<file path="config.mk">
export PLATFORM = sky130hd
export DESIGN_NAME = spi_cmd_deserializer
export DESIGN_NICKNAME = d
export VERILOG_FILES = /design/src/rtl/spi_cmd_deserializer.sv
export SDC_FILE = /design/constraint.sdc
export NUM_CORES = 1
export LEC_CHECK = 0
export CAP_MARGIN = 0
export CORE_MARGIN = 3
export CORE_UTILIZATION = 65
export CTS_BUF_LIST = sky130_fd_sc_hd__clkbuf_8 sky130_fd_sc_hd__clkbuf_16
export DETAILED_ROUTE_END_ITERATION = 12
export PLACE_DENSITY_LB_ADDON = 0.05
export SETUP_SLACK_MARGIN = 0.2
export SLEW_MARGIN = 20
export SYNTH_ARGS = -nofsm -noshare
export SYNTH_HDL_FRONTEND = slang
export SYNTH_SLANG_ARGS = --single-unit
</file>
<file path="constraint.sdc">
create_clock -name aclk -period 9.9 [get_ports aclk]
set_input_delay 2.97 -clock aclk [delete_from_list [all_inputs] [get_ports aclk]]
set_output_delay 2.97 -clock aclk [all_outputs]
set_load 0.02 [all_outputs]
</file>
<file path="src/rtl/spi_cmd_deserializer.sv">
// Synchronous FIFO with first-word-fall-through output and a drop indication.
// Latency: a pushed entry is visible on pop_vld/pop_dat the cycle after the push.
// Backpressure: pop only when pop_vld & pop_rdy; a push while full with no pop is dropped.
module sync_fifo #(
  parameter int WIDTH      = 33,
  parameter int DEPTH_LOG2 = 4
) (
  input  logic                  clk,
  input  logic                  resetn,
  input  logic                  push_vld,
  input  logic [WIDTH-1:0]      push_dat,
  output logic                  push_drop,
  output logic                  pop_vld,
  input  logic                  pop_rdy,
  output logic [WIDTH-1:0]      pop_dat,
  output logic [DEPTH_LOG2:0]   count
);

  localparam logic [DEPTH_LOG2:0] DEPTH_CNT = {1'b1, {DEPTH_LOG2{1'b0}}};

  logic [WIDTH-1:0]      mem [2**DEPTH_LOG2];
  logic [DEPTH_LOG2-1:0] wr_ptr;
  logic [DEPTH_LOG2-1:0] rd_ptr;
  logic                  full;
  logic                  do_push;
  logic                  do_pop;

  assign full      = (count == DEPTH_CNT);
  assign pop_vld   = (count != '0);
  assign do_pop    = pop_vld & pop_rdy;
  // A pop frees the head slot at the same edge, so a push is accepted even when full.
  assign do_push   = push_vld & (~full | do_pop);
  assign push_drop = push_vld & full & ~do_pop;
  // Idle output is forced to zero so stale storage never shows on the bus.
  assign pop_dat   = pop_vld ? mem[rd_ptr] : '0;

  // Storage array, written at the tail; contents need no reset.
  always_ff @(posedge clk) begin
    if (do_push) begin
      mem[wr_ptr] <= push_dat;
    end
  end

  // Pointers wrap naturally; count tracks occupancy including the full state.
  always_ff @(posedge clk) begin
    if (!resetn) begin
      wr_ptr <= '0;
      rd_ptr <= '0;
      count  <= '0;
    end else begin
      if (do_push) begin
        wr_ptr <= wr_ptr + 1'b1;
      end
      if (do_pop) begin
        rd_ptr <= rd_ptr + 1'b1;
      end
      case ({do_push, do_pop})
        2'b10:   count <= count + 1'b1;
        2'b01:   count <= count - 1'b1;
        default: count <= count;
      endcase
    end
  end

endmodule

// SPI mode-0 slave that turns each chip-select frame into one AXIS packet of command words.
// Latency: word is staged 3 aclk after its last sck edge; it enters the FIFO on the next word or cs rise.
// Backpressure: words queue in the FIFO; serial_cts throttles the host; words arriving when full are dropped.
module spi_cmd_deserializer #(
  parameter int DATA_WIDTH      = 32,
  parameter int FIFO_DEPTH_LOG2 = 4,
  parameter int CTS_THRESHOLD   = 4
) (
  input  logic                  aclk,
  input  logic                  resetn,
  input  logic                  serial_mosi,
  input  logic                  serial_sck,
  input  logic                  serial_cs,
  output logic                  serial_cts,
  output logic                  m_axis_tvalid,
  input  logic                  m_axis_tready,
  output logic                  m_axis_tlast,
  output logic [DATA_WIDTH-1:0] m_axis_tdata,
  output logic                  overflow_err,
  output logic                  frame_err
);

  localparam int                         BIT_CNT_W = $clog2(DATA_WIDTH);
  localparam logic [BIT_CNT_W-1:0]       LAST_BIT  = BIT_CNT_W'(DATA_WIDTH - 1);
  localparam logic [FIFO_DEPTH_LOG2:0]   DEPTH_CNT = {1'b1, {FIFO_DEPTH_LOG2{1'b0}}};
  localparam logic [FIFO_DEPTH_LOG2:0]   CTS_MIN   = (FIFO_DEPTH_LOG2 + 1)'(CTS_THRESHOLD);

  typedef enum logic [1:0] {
    WAIT_IDLE,
    IDLE,
    RECEIVE
  } state_t;

  state_t state;
  state_t state_nxt;

  // Synchroniser stages and previous-sample registers for edge detection.
  logic sck_s1, sck_s2, sck_prev;
  logic mosi_s1, mosi_s2;
  logic cs_s1, cs_s2, cs_prev;
  logic sck_rise;
  logic cs_rise;

  // Bit assembly.
  logic [BIT_CNT_W-1:0]  bit_cnt;
  logic [BIT_CNT_W-1:0]  byte_base;
  logic [6:0]            byte_sr;
  logic [7:0]            new_byte;
  logic [DATA_WIDTH-1:0] word_sr;
  logic [DATA_WIDTH-1:0] word_next;
  logic                  word_done;

  // Staging register in front of the FIFO.
  logic [DATA_WIDTH-1:0] stage_dat;
  logic                  stage_vld;
  logic                  flush_pend;

  // FIFO interface.
  logic                     push_vld;
  logic                     push_last;
  logic                     push_drop;
  logic [DATA_WIDTH:0]      pop_dat;
  logic [FIFO_DEPTH_LOG2:0] fifo_count;
  logic [FIFO_DEPTH_LOG2:0] free_cnt;

  // Two-flop synchronisers; cs resets low so WAIT_IDLE must see a genuine high before trusting a frame.
  always_ff @(posedge aclk) begin
    if (!resetn) begin
      sck_s1   <= 1'b0;
      sck_s2   <= 1'b0;
      sck_prev <= 1'b0;
      mosi_s1  <= 1'b0;
      mosi_s2  <= 1'b0;
      cs_s1    <= 1'b0;
      cs_s2    <= 1'b0;
      cs_prev  <= 1'b0;
    end else begin
      sck_s1   <= serial_sck;
      sck_s2   <= sck_s1;
      sck_prev <= sck_s2;
      mosi_s1  <= serial_mosi;
      mosi_s2  <= mosi_s1;
      cs_s1    <= serial_cs;
      cs_s2    <= cs_s1;
      cs_prev  <= cs_s2;
    end
  end

  assign sck_rise  = sck_s2 & ~sck_prev;
  assign cs_rise   = cs_s2 & ~cs_prev;
  assign word_done = (state == RECEIVE) && sck_rise && (bit_cnt == LAST_BIT);
  assign byte_base = bit_cnt & ~BIT_CNT_W'(7);

  // Insert the byte being completed into its little-endian lane of the word.
  always_comb begin
    new_byte                 = {byte_sr, mosi_s2};
    word_next                = word_sr;
    word_next[byte_base +: 8] = new_byte;
  end

  // FSM state register.
  always_ff @(posedge aclk) begin
    if (!resetn) begin
      state <= WAIT_IDLE;
    end else begin
      state <= state_nxt;
    end
  end

  // FSM next state: a frame is only trusted once cs has been seen idle.
  always_comb begin
    state_nxt = state;
    case (state)
      WAIT_IDLE: if (cs_s2)   state_nxt = IDLE;
      IDLE:      if (!cs_s2)  state_nxt = RECEIVE;
      RECEIVE:   if (cs_rise) state_nxt = IDLE;
      default:   state_nxt = WAIT_IDLE;
    endcase
  end

  // FIFO push selection: older staged word on completion, last word on cs rise or deferred flush.
  always_comb begin
    push_vld  = 1'b0;
    push_last = 1'b0;
    if (flush_pend) begin
      push_vld  = 1'b1;
      push_last = 1'b1;
    end else if (state == RECEIVE) begin
      if (word_done) begin
        push_vld = stage_vld;
      end else if (cs_rise) begin
        push_vld  = stage_vld;
        push_last = 1'b1;
      end
    end
  end

  // Bit/byte assembly, staging and sticky error flags.
  always_ff @(posedge aclk) begin
    if (!resetn) begin
      bit_cnt      <= '0;
      byte_sr      <= '0;
      word_sr      <= '0;
      stage_dat    <= '0;
      stage_vld    <= 1'b0;
      flush_pend   <= 1'b0;
      frame_err    <= 1'b0;
      overflow_err <= 1'b0;
    end else begin
      if (flush_pend) begin
        stage_vld  <= 1'b0;
        flush_pend <= 1'b0;
      end
      if (state == IDLE && !cs_s2) begin
        bit_cnt <= '0;
      end
      if (state == RECEIVE) begin
        if (sck_rise) begin
          byte_sr <= new_byte[6:0];
          bit_cnt <= (bit_cnt == LAST_BIT) ? '0 : bit_cnt + 1'b1;
          if (bit_cnt[2:0] == 3'd7) begin
            word_sr <= word_next;
          end
        end
        if (word_done) begin
          // The old stage (if any) leaves this cycle; a coincident cs rise defers the new last word by one cycle.
          stage_dat <= word_next;
          stage_vld <= 1'b1;
          if (cs_rise) begin
            flush_pend <= 1'b1;
          end
        end else if (cs_rise) begin
          stage_vld <= 1'b0;
          if (bit_cnt != '0) begin
            frame_err <= 1'b1;
          end
        end
      end
      if (push_drop) begin
        overflow_err <= 1'b1;
      end
    end
  end

  sync_fifo #(
    .WIDTH      (DATA_WIDTH + 1),
    .DEPTH_LOG2 (FIFO_DEPTH_LOG2)
  ) u_fifo (
    .clk       (aclk),
    .resetn    (resetn),
    .push_vld  (push_vld),
    .push_dat  ({push_last, stage_dat}),
    .push_drop (push_drop),
    .pop_vld   (m_axis_tvalid),
    .pop_rdy   (m_axis_tready),
    .pop_dat   (pop_dat),
    .count     (fifo_count)
  );

  assign m_axis_tdata = pop_dat[DATA_WIDTH-1:0];
  assign m_axis_tlast = pop_dat[DATA_WIDTH];
  assign free_cnt     = DEPTH_CNT - fifo_count;

  // Clear-to-send follows FIFO headroom one cycle late and stays low until a clean idle is seen.
  always_ff @(posedge aclk) begin
    if (!resetn) begin
      serial_cts <= 1'b0;
    end else begin
      serial_cts <= (state != WAIT_IDLE) && (free_cnt >= CTS_MIN);
    end
  end

endmodule

</file>
**Sequential cells grouped by signal name**

Bar = 50 um. Other sequential cells in the stronger gray, the rest of the logic in the fainter gray.
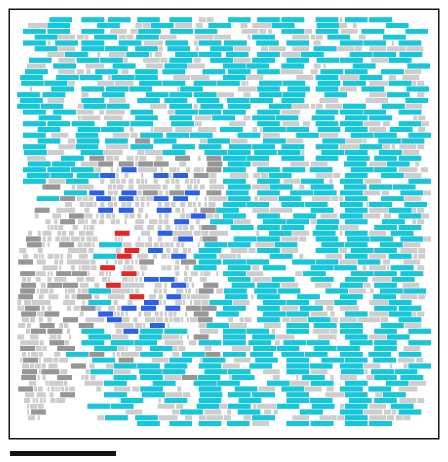
- blue: word_sr (sequential cells 32)
- red: byte_sr (sequential cells 7; where left middle)
- cyan: u_fifo.mem (sequential cells 528; where spread over the die)

**Signal wires by layer**

Bar = 50 um.
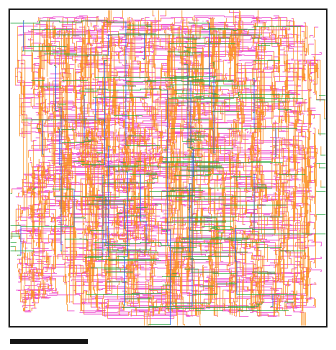
- magenta: metal 1 (wire length 21.2 mm)
- orange: metal 2 (wire length 25.1 mm)
- blue: metal 4 (wire length 1380 um)
- green: metal 3 (wire length 4070 um)

==> PnR_summary.wiki <==
== Metrics ==
{| class="wikitable"
! Metric !! Value
|-
| Worst hold stages || 1
|-
| Fin area || 0.0278 sq mm
|-
| Signal inverters || 17
|-
| Power after layout || ~6.1 mW
|-
| Share of flip-flops with an asynchronous set or reset after synthesis || 0%
|-
| P_sw || 1.48 mW
|-
| Combinational group share of total power || 14.5%
|-
| Clock latency of the later-clocked register in the worst-skew pair || 0.61 ns
|-
| Commonest cells in the synthesized netlist || 528 x sky130_fd_sc_hd__edfxtp_1, 132 x sky130_fd_sc_hd__mux4_2, 108 x sky130_fd_sc_hd__dfxtp_1
|-
| Run status || completed
|-
| Clock sink count || 636
|-
| Logic family by area || multiplexers
|-
| Final number of setup-violating endpoints || 0
|-
| Remaining global-route overflow || 0
|-
| Most common reg cell || sky130_fd_sc_hd__edfxtp_1
|-
| Fraction of power consumed by sequential logic || 47.6%
|-
| Basic Gates by Area || 4.65%
|-
| CP delay by family, top || buffers and inverters
|-
| Core Density at Floorplan || 66.0%
|-
| Max-cap viol count || 0
|-
| Via count of the first global-routing pass || 12500
|-
| Clock H-tree levels || 2
|-
| Detailed-router iteration count before antenna repair || 5
|-
| Layout Cells excl Fill || between 1500 and 2000
|-
| Input/output buffers || around 42
|-
| Cell kind with the greatest summed area || registers
|-
| Final Routed Wirelength || 51.8 mm
|-
| Pre-CTS setup slack || 3.52 ns
|-
| Leak || 8.46 nW
|-
| Top Registers || u_fifo.mem x528, stage_dat x32, word_sr x32
|-
| Worst min-delay path endpoint || cs_s2
|-
| Clock transition at path regs || 0.06 ns
|-
| Reg2Reg Setup Slack || 6.45 ns
|-
| Setup repair after global routing missed its margin || no
|-
| Post-CTS Setup Inserts || 0
|-
| Main area contributors || sky130_fd_sc_hd__edfxtp_1 64%, sky130_fd_sc_hd__mux4_2 12%, sky130_fd_sc_hd__dfxtp_1 8.7%
|-
| Arrival @ worst endpoint || around 4.0 ns
|-
| Share of final-layout standard cells stronger than drive strength 1 || 19.7%
|-
| Tool warnings || 37
|-
| Seq area share || 64.8%
|-
| Clock Tree Buf Depth || 3
|-
| Xor/xnor share || 0.246%
|-
| Die Area || 0.0407 sq mm
|-
| Internal power summed over all cells || between 4 and 5 mW
|-
| Critical path data required time || 6.93 ns
|-
| Quantity of hold-fixing buffers added after cts || 0
|}
**Cells colored by class**

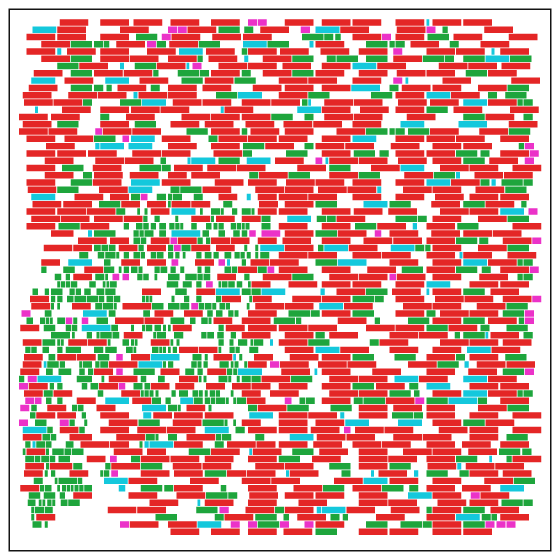
- red: flops (cells 636)
- green: combinational and other logic (cells 618)
- cyan: clock drivers and dummy loads (cells 116)
- magenta: other buffers and delay cells (cells 68)

**Routing congestion map**

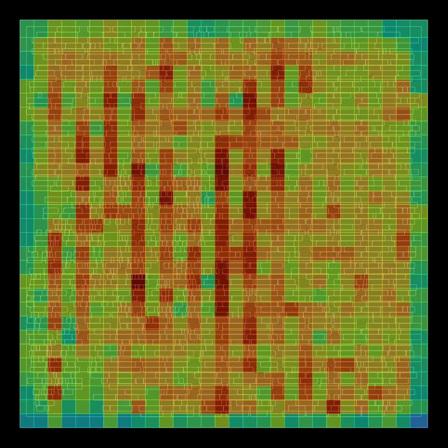
global router's overall resource usage: 26.0%
met1 track demand over resource in global routing: 38.5%
most heavily used metal layer in global routing: met2
wire length per cell: 26.6 um

[how the worst max path moves through the flow]
stage                        from                 to  slack (ns)  cells past startpoint
floorplan           m_axis_tready  u_fifo.mem[10][0]        4.33                      6
global placement        flip-flop    m_axis_tdata[0]        3.54                      5
detailed placement      flip-flop    m_axis_tdata[0]        3.52                      5
CTS                     flip-flop    m_axis_tdata[0]        2.85                      5
global route            flip-flop    m_axis_tdata[0]        2.75                      5
finish                  flip-flop    m_axis_tdata[0]        2.93                      5
[metal layers]
| layer | wire [um] | global-route usage (%) | vias up |
|---|---|---|---|
| met5 | 0 | 0 | - |
| met4 | 1380 | 7.72 | 0 |
| met3 | 4070 | 4.96 | 85 |
| met2 | 25100 | 40.7 | 496 |
| met1 | 21200 | 38.5 | 6383 |
| li1 | - | - | 5436 |
Power figures rest on the tool's default switching activity, not on a simulated workload.
